clock_wires.png
Bar = 20 µm.
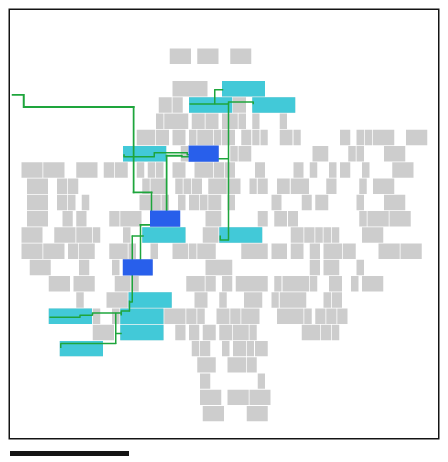
pinout.png
Pins as bars across the die edge, other pins in gray.
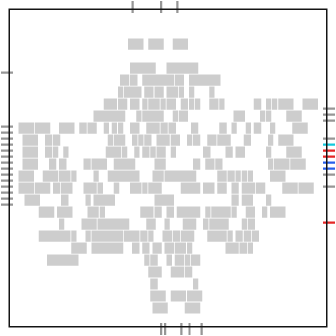
layers.png
Bar = 20 µm.
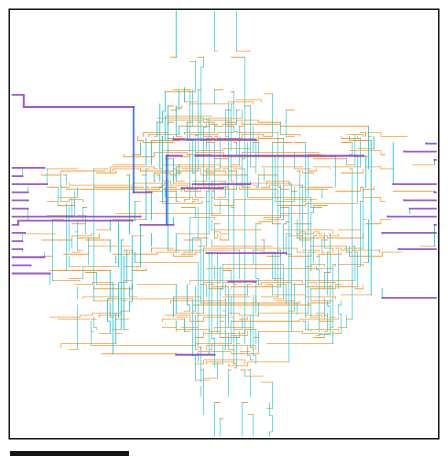
ff_map.png
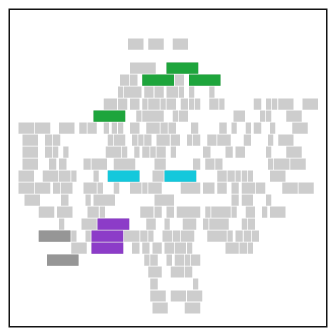
## src/rtl/ie_exec_ctrl_pkg.sv

```systemverilog
// Shared definitions for the 6502 execute sequencer: FSM states, instruction
// classes and the select encodings seen by the memory bus and register file.
package ie_defs;

    typedef enum logic [3:0] {
        S_IDLE,
        S_LOAD,
        S_EXEC,
        S_STORE,
        S_PUSH,
        S_PULL,
        S_VEC,
        S_PCUPD,
        S_DONE
    } state_t;

    typedef enum logic [2:0] {
        CLS_NOP,
        CLS_MEM,
        CLS_BRANCH,
        CLS_STACK,
        CLS_JSR,
        CLS_RTS,
        CLS_RTI,
        CLS_BRK
    } class_t;

    localparam logic [2:0] ADDR_OPERAND    = 3'd0;
    localparam logic [2:0] ADDR_STACK_PUSH = 3'd1;
    localparam logic [2:0] ADDR_STACK_PULL = 3'd2;
    localparam logic [2:0] ADDR_VEC_LO     = 3'd3;
    localparam logic [2:0] ADDR_VEC_HI     = 3'd4;

    localparam logic [1:0] PUSH_PCH = 2'd0;
    localparam logic [1:0] PUSH_PCL = 2'd1;
    localparam logic [1:0] PUSH_P   = 2'd2;
    localparam logic [1:0] PUSH_ALU = 2'd3;

    localparam logic [1:0] PULL_P     = 2'd0;
    localparam logic [1:0] PULL_PCL   = 2'd1;
    localparam logic [1:0] PULL_PCH   = 2'd2;
    localparam logic [1:0] PULL_ALU_B = 2'd3;

    localparam logic [1:0] PC_REL           = 2'd0;
    localparam logic [1:0] PC_ABS           = 2'd1;
    localparam logic [1:0] PC_PULLED_PLUS1  = 2'd2;
    localparam logic [1:0] PC_PULLED_OR_VEC = 2'd3;

    // Resolve overlapping decoder flags; an instruction with no class flag behaves as a NOP.
    function automatic class_t classify(
        input logic brk,
        input logic rti,
        input logic rts,
        input logic jsr,
        input logic stack_op,
        input logic branch,
        input logic nop,
        input logic flag_inst,
        input logic load,
        input logic store
    );
        if (brk)                   return CLS_BRK;
        else if (rti)              return CLS_RTI;
        else if (rts)              return CLS_RTS;
        else if (jsr)              return CLS_JSR;
        else if (stack_op)         return CLS_STACK;
        else if (branch)           return CLS_BRANCH;
        else if (nop || flag_inst) return CLS_NOP;
        else if (load || store)    return CLS_MEM;
        else                       return CLS_NOP;
    endfunction

endpackage

```

## src/rtl/ie_exec_ctrl.sv

```systemverilog
// Multi-cycle execute sequencer: walks one decoded 6502 instruction through
// operand access, ALU, stack push/pull, vector fetch and PC update.
module ie_exec_ctrl
    import ie_defs::*;
(
    input  logic       clk,
    input  logic       rst,
    input  logic       start,
    input  logic       is_load,
    input  logic       is_store,
    input  logic       is_branch,
    input  logic       is_jsr,
    input  logic       is_rts,
    input  logic       is_rti,
    input  logic       is_break,
    input  logic       is_stack_op,
    input  logic       is_nop,
    input  logic       is_flag_inst,
    input  logic       is_push,
    input  logic       branch_taken,
    input  logic       mem_ack,
    output logic       mem_req,
    output logic       mem_we,
    output logic [2:0] mem_addr_sel,
    output logic [1:0] push_sel,
    output logic [1:0] pull_sel,
    output logic       alu_en,
    output logic       reg_wr,
    output logic       sp_inc,
    output logic       sp_dec,
    output logic       pc_load,
    output logic [1:0] pc_sel,
    output logic       set_i,
    output logic       busy,
    output logic       done
);

    state_t     state;
    class_t     cls;
    logic       lat_store;
    logic       lat_flag;
    logic [1:0] cnt;

    class_t     start_cls;
    state_t     first_state;
    logic [1:0] push_last;
    logic [1:0] pull_last;

    // With is_stack_op, is_flag_inst marks the status-register variant (PHP/PLP).
    always_comb begin
        start_cls = classify(is_break, is_rti, is_rts, is_jsr, is_stack_op,
                             is_branch, is_nop, is_flag_inst, is_load, is_store);
        first_state = S_EXEC;
        case (start_cls)
            CLS_BRK, CLS_JSR: first_state = S_PUSH;
            CLS_RTI, CLS_RTS: first_state = S_PULL;
            CLS_STACK:        first_state = is_push ? S_PUSH : S_PULL;
            CLS_MEM:          first_state = is_load ? S_LOAD : S_EXEC;
            default:          first_state = S_EXEC;
        endcase
    end

    always_comb begin
        push_last = 2'd0;
        pull_last = 2'd0;
        if (cls == CLS_BRK)      push_last = 2'd2;
        else if (cls == CLS_JSR) push_last = 2'd1;
        if (cls == CLS_RTI)      pull_last = 2'd2;
        else if (cls == CLS_RTS) pull_last = 2'd1;
    end

    always_ff @(posedge clk) begin
        if (rst) begin
            state     <= S_IDLE;
            cls       <= CLS_NOP;
            lat_store <= 1'b0;
            lat_flag  <= 1'b0;
            cnt       <= 2'd0;
        end else begin
            case (state)
                S_IDLE: begin
                    if (start) begin
                        cls       <= start_cls;
                        lat_store <= is_store;
                        lat_flag  <= is_flag_inst;
                        cnt       <= 2'd0;
                        state     <= first_state;
                    end
                end
                S_LOAD: begin
                    if (mem_ack) state <= S_EXEC;
                end
                S_EXEC: begin
                    cnt   <= 2'd0;
                    state <= (cls == CLS_MEM && lat_store) ? S_STORE : S_DONE;
                end
                S_STORE: begin
                    if (mem_ack) state <= S_DONE;
                end
                S_PUSH: begin
                    if (mem_ack) begin
                        if (cnt == push_last) begin
                            cnt <= 2'd0;
                            case (cls)
                                CLS_BRK: state <= S_VEC;
                                CLS_JSR: state <= S_PCUPD;
                                default: state <= S_DONE;
                            endcase
                        end else begin
                            cnt <= cnt + 2'd1;
                        end
                    end
                end
                S_PULL: begin
                    if (mem_ack) begin
                        if (cnt == pull_last) begin
                            cnt   <= 2'd0;
                            state <= (cls == CLS_STACK) ? S_EXEC : S_PCUPD;
                        end else begin
                            cnt <= cnt + 2'd1;
                        end
                    end
                end
                S_VEC: begin
                    if (mem_ack) begin
                        if (cnt == 2'd1) begin
                            cnt   <= 2'd0;
                            state <= S_PCUPD;
                        end else begin
                            cnt <= cnt + 2'd1;
                        end
                    end
                end
                S_PCUPD: state <= S_DONE;
                S_DONE:  state <= S_IDLE;
                default: state <= S_IDLE;
            endcase
        end
    end

    // Bus controls depend only on state and cnt so they hold steady through wait cycles.
    always_comb begin
        mem_req      = 1'b0;
        mem_we       = 1'b0;
        mem_addr_sel = ADDR_OPERAND;
        push_sel     = PUSH_PCH;
        pull_sel     = PULL_P;
        alu_en       = 1'b0;
        reg_wr       = 1'b0;
        sp_inc       = 1'b0;
        sp_dec       = 1'b0;
        pc_load      = 1'b0;
        pc_sel       = PC_REL;
        set_i        = 1'b0;
        busy         = (state != S_IDLE);
        done         = (state == S_DONE);
        case (state)
            S_LOAD: begin
                mem_req      = 1'b1;
                mem_addr_sel = ADDR_OPERAND;
            end
            S_EXEC: begin
                case (cls)
                    CLS_BRANCH: begin
                        pc_load = branch_taken;
                        pc_sel  = PC_REL;
                    end
                    CLS_NOP: alu_en = lat_flag;
                    CLS_MEM: begin
                        alu_en = 1'b1;
                        reg_wr = ~lat_store;
                    end
                    CLS_STACK: begin
                        alu_en = 1'b1;
                        reg_wr = 1'b1;
                    end
                    default: ;
                endcase
            end
            S_STORE: begin
                mem_req      = 1'b1;
                mem_we       = 1'b1;
                mem_addr_sel = ADDR_OPERAND;
                push_sel     = PUSH_ALU;
            end
            S_PUSH: begin
                mem_req      = 1'b1;
                mem_we       = 1'b1;
                mem_addr_sel = ADDR_STACK_PUSH;
                sp_dec       = mem_ack;
                if (cls == CLS_STACK) begin
                    push_sel = lat_flag ? PUSH_P : PUSH_ALU;
                end else begin
                    case (cnt)
                        2'd0:    push_sel = PUSH_PCH;
                        2'd1:    push_sel = PUSH_PCL;
                        default: push_sel = PUSH_P;
                    endcase
                end
            end
            S_PULL: begin
                mem_req      = 1'b1;
                mem_addr_sel = ADDR_STACK_PULL;
                sp_inc       = mem_ack;
                case (cls)
                    CLS_STACK: pull_sel = lat_flag ? PULL_P : PULL_ALU_B;
                    CLS_RTI: begin
                        case (cnt)
                            2'd0:    pull_sel = PULL_P;
                            2'd1:    pull_sel = PULL_PCL;
                            default: pull_sel = PULL_PCH;
                        endcase
                    end
                    default: pull_sel = (cnt == 2'd0) ? PULL_PCL : PULL_PCH;
                endcase
            end
            S_VEC: begin
                mem_req      = 1'b1;
                mem_addr_sel = (cnt == 2'd0) ? ADDR_VEC_LO : ADDR_VEC_HI;
                pull_sel     = (cnt == 2'd0) ? PULL_PCL : PULL_PCH;
            end
            S_PCUPD: begin
                pc_load = 1'b1;
                set_i   = (cls == CLS_BRK);
                case (cls)
                    CLS_JSR: pc_sel = PC_ABS;
                    CLS_RTS: pc_sel = PC_PULLED_PLUS1;
                    default: pc_sel = PC_PULLED_OR_VEC;
                endcase
            end
            default: ;
        endcase
    end

endmodule

```

## config.mk

```make
export PLATFORM = sky130hd
export DESIGN_NAME = ie_exec_ctrl
export DESIGN_NICKNAME = d
export VERILOG_FILES = /design/src/rtl/ie_exec_ctrl_pkg.sv /design/src/rtl/ie_exec_ctrl.sv
export SDC_FILE = /design/constraint.sdc
export NUM_CORES = 1
export LEC_CHECK = 0
export CORE_MARGIN = 1.5
export CORE_UTILIZATION = 25
export DETAILED_ROUTE_END_ITERATION = 12
export GPL_TIMING_DRIVEN = 0
export SYNTH_ARGS = -nofsm -noshare
export SYNTH_HDL_FRONTEND = slang
export SYNTH_SLANG_ARGS = --single-unit
```

## constraint.sdc

```tcl
create_clock -name clk -period 4.9 [get_ports clk]
set_input_delay 0.49 -clock clk [delete_from_list [all_inputs] [get_ports clk]]
set_output_delay 0.49 -clock clk [all_outputs]
set_load 0.01 [all_outputs]
```

==> out/metrics.cfg <==
[setup_path]
r2r_end = state[1]$_SDFFE_PP0P_
r2r_start = cls[0]$_SDFFE_PP0P_
r2r_setup_slack_ps = 2900
worstPathArrival_ps = 2390

[run]
maxCapViolations = 0
tool_warnings = 29

[final_layout]
lay_top_cells = 34 x clkdlybuf4s50_1, 27 x nor2_1, 14 x a21oi_1, 14 x nand2_1, 13 x o21ai_0

[drt]
drtIter0Drc = 79

[logic_synthesis]
syn_avg_cell_area_um2 = 6.62
ys_ff = 11
yosysCellCount = 178
syn_nets = 198
edf_count = 0

[place]
port_buffers = 34
gp_congestion = 0.866

[floorplanning]
die_x_um = 71.7
die.size.y_um = 71.7

[global_route]
grt_usage = 0.138

[final_timing]
tightest_slew_ps = 551
tns_ps = 0

[status]
status = complete, no violations

[clock_network]
tritoncts = done

-- clock_wires.png (at the start) --
- clock-net drivers: blue (count 3)
- flip-flops: cyan (count 11)
- clock wires: green (length 183 µm)
- routed clock nets: 4

-- pinout.png (at the start) --
- pull_sel: blue (pins 2; direction output; edge right)
- sp_inc: cyan (pins 1; direction output; edge right)
- mem_addr_sel: red (pins 3; direction output; edge right)

-- layers.png (at the start) --
- M4: blue (wire length 25.8 µm)
- M2: cyan (wire length 1,530 µm)
- M3: purple (wire length 255 µm)
- M1: orange (wire length 1,670 µm)

-- ff_map.png (at the start) --
- state: green (sequential cells 4; where top center)
- cls: purple (sequential cells 3)
- cnt: cyan (sequential cells 2)

## logic make-up (layout without fill, tap and decap cells)
family / count (synthesis) / after routing / share of synthesized area
AOI/OAI and AO/OA: 56 / 56 / 0.326
buffers and inverters: 23 / 61 / 0.0764
DFF: 11 / 11 / 0.187
muxes: 3 / 3 / 0.0255
and+or+nand+nor: 81 / 81 / 0.343
adders and majority gates: 4 / 4 / 0.0425
## how the worst max path moves through the flow
stage / endpoint / from / cells after the start
2_1_floorplan: reg_wr / state[2]$_SDFFE_PP0P_ / 4
3_3_place_gp: push_sel[0] / cls[0]$_SDFFE_PP0P_ / 7
3_5_place_dp: push_sel[0] / cls[0]$_SDFFE_PP0P_ / 7
4_1_cts: push_sel[0] / cls[0]$_SDFFE_PP0P_ / 7
5_1_grt: push_sel[1] / state[2]$_SDFFE_PP0P_ / 6
6_report: push_sel[0] / cls[0]$_SDFFE_PP0P_ / 7
## per-layer routing
metal | vias up | share of wire
met2 | 45 | 0.44
met5 | - | 0
li1 | 730 | -
met3 | 4 | 0.073
met1 | 611 | 0.48
met4 | 0 | 0.0072
## metrics by stage
stage | instance area [µm²] | util | instances | setup WS [ps]
2_1_floorplan | 1180 | - | 178 | 3000
3_3_place_gp | 1580 | 0.356 | 264 | 2230
3_5_place_dp | 1580 | 0.356 | 264 | 2250
4_1_cts | 1630 | 0.367 | 268 | 1990
5_1_grt | 1630 | 0.367 | 268 | 1840
6_report | 1630 | 0.367 | 268 | 2020
## Yosys cell counts, types with 3 or more instances
cell type / n
and2_1: 4
dfxtp_1: 11
nand3_1: 7
nor4_1: 5
a21oi_1: 14
nor2b_1: 5
nand2_1: 14
mux2i_1: 3
clkbuf_1: 9
ha_1: 4
nor3_1: 5
buf_2: 3
inv_1: 11
nor2_1: 27
nand2b_1: 3
a211oi_1: 3
o21ai_0: 13
and3_1: 4
## power by group through the flow
stage	registers, mW	logic, mW	clock network, mW
after floorplan	0.129	0.307	0
after global placement	0.135	0.452	0
after detailed placement	0.135	0.451	0
after CTS	0.133	0.453	0.0921
after global routing	0.138	0.501	0.0992
final	0.134	0.454	0.0920
## registers in the layout, indices dropped and copies added, names as in the netlist
register and cells:
cnt 2, cls 3, state 4, lat_flag 1, lat_store 1
## critical path, stage by stage (launching register included)
cell and delay (ps):
dfxtp_1 360, buf_2 230, inv_1 160, or3_1 440, o21ai_0 220, a21oi_1 100
nor2_1 100, clkdlybuf4s50_1 540
## layout make-up
cell class,count,area (µm²)
timing repair buffer,34,340
fill,474,2820
clock buffer,4,45.0
inverter,11,41.3
multi-input combinational,144,868
sequential,11,220
tap,52,65.1
buffer,12,48.8
Power and IR drop assume default switching activity.
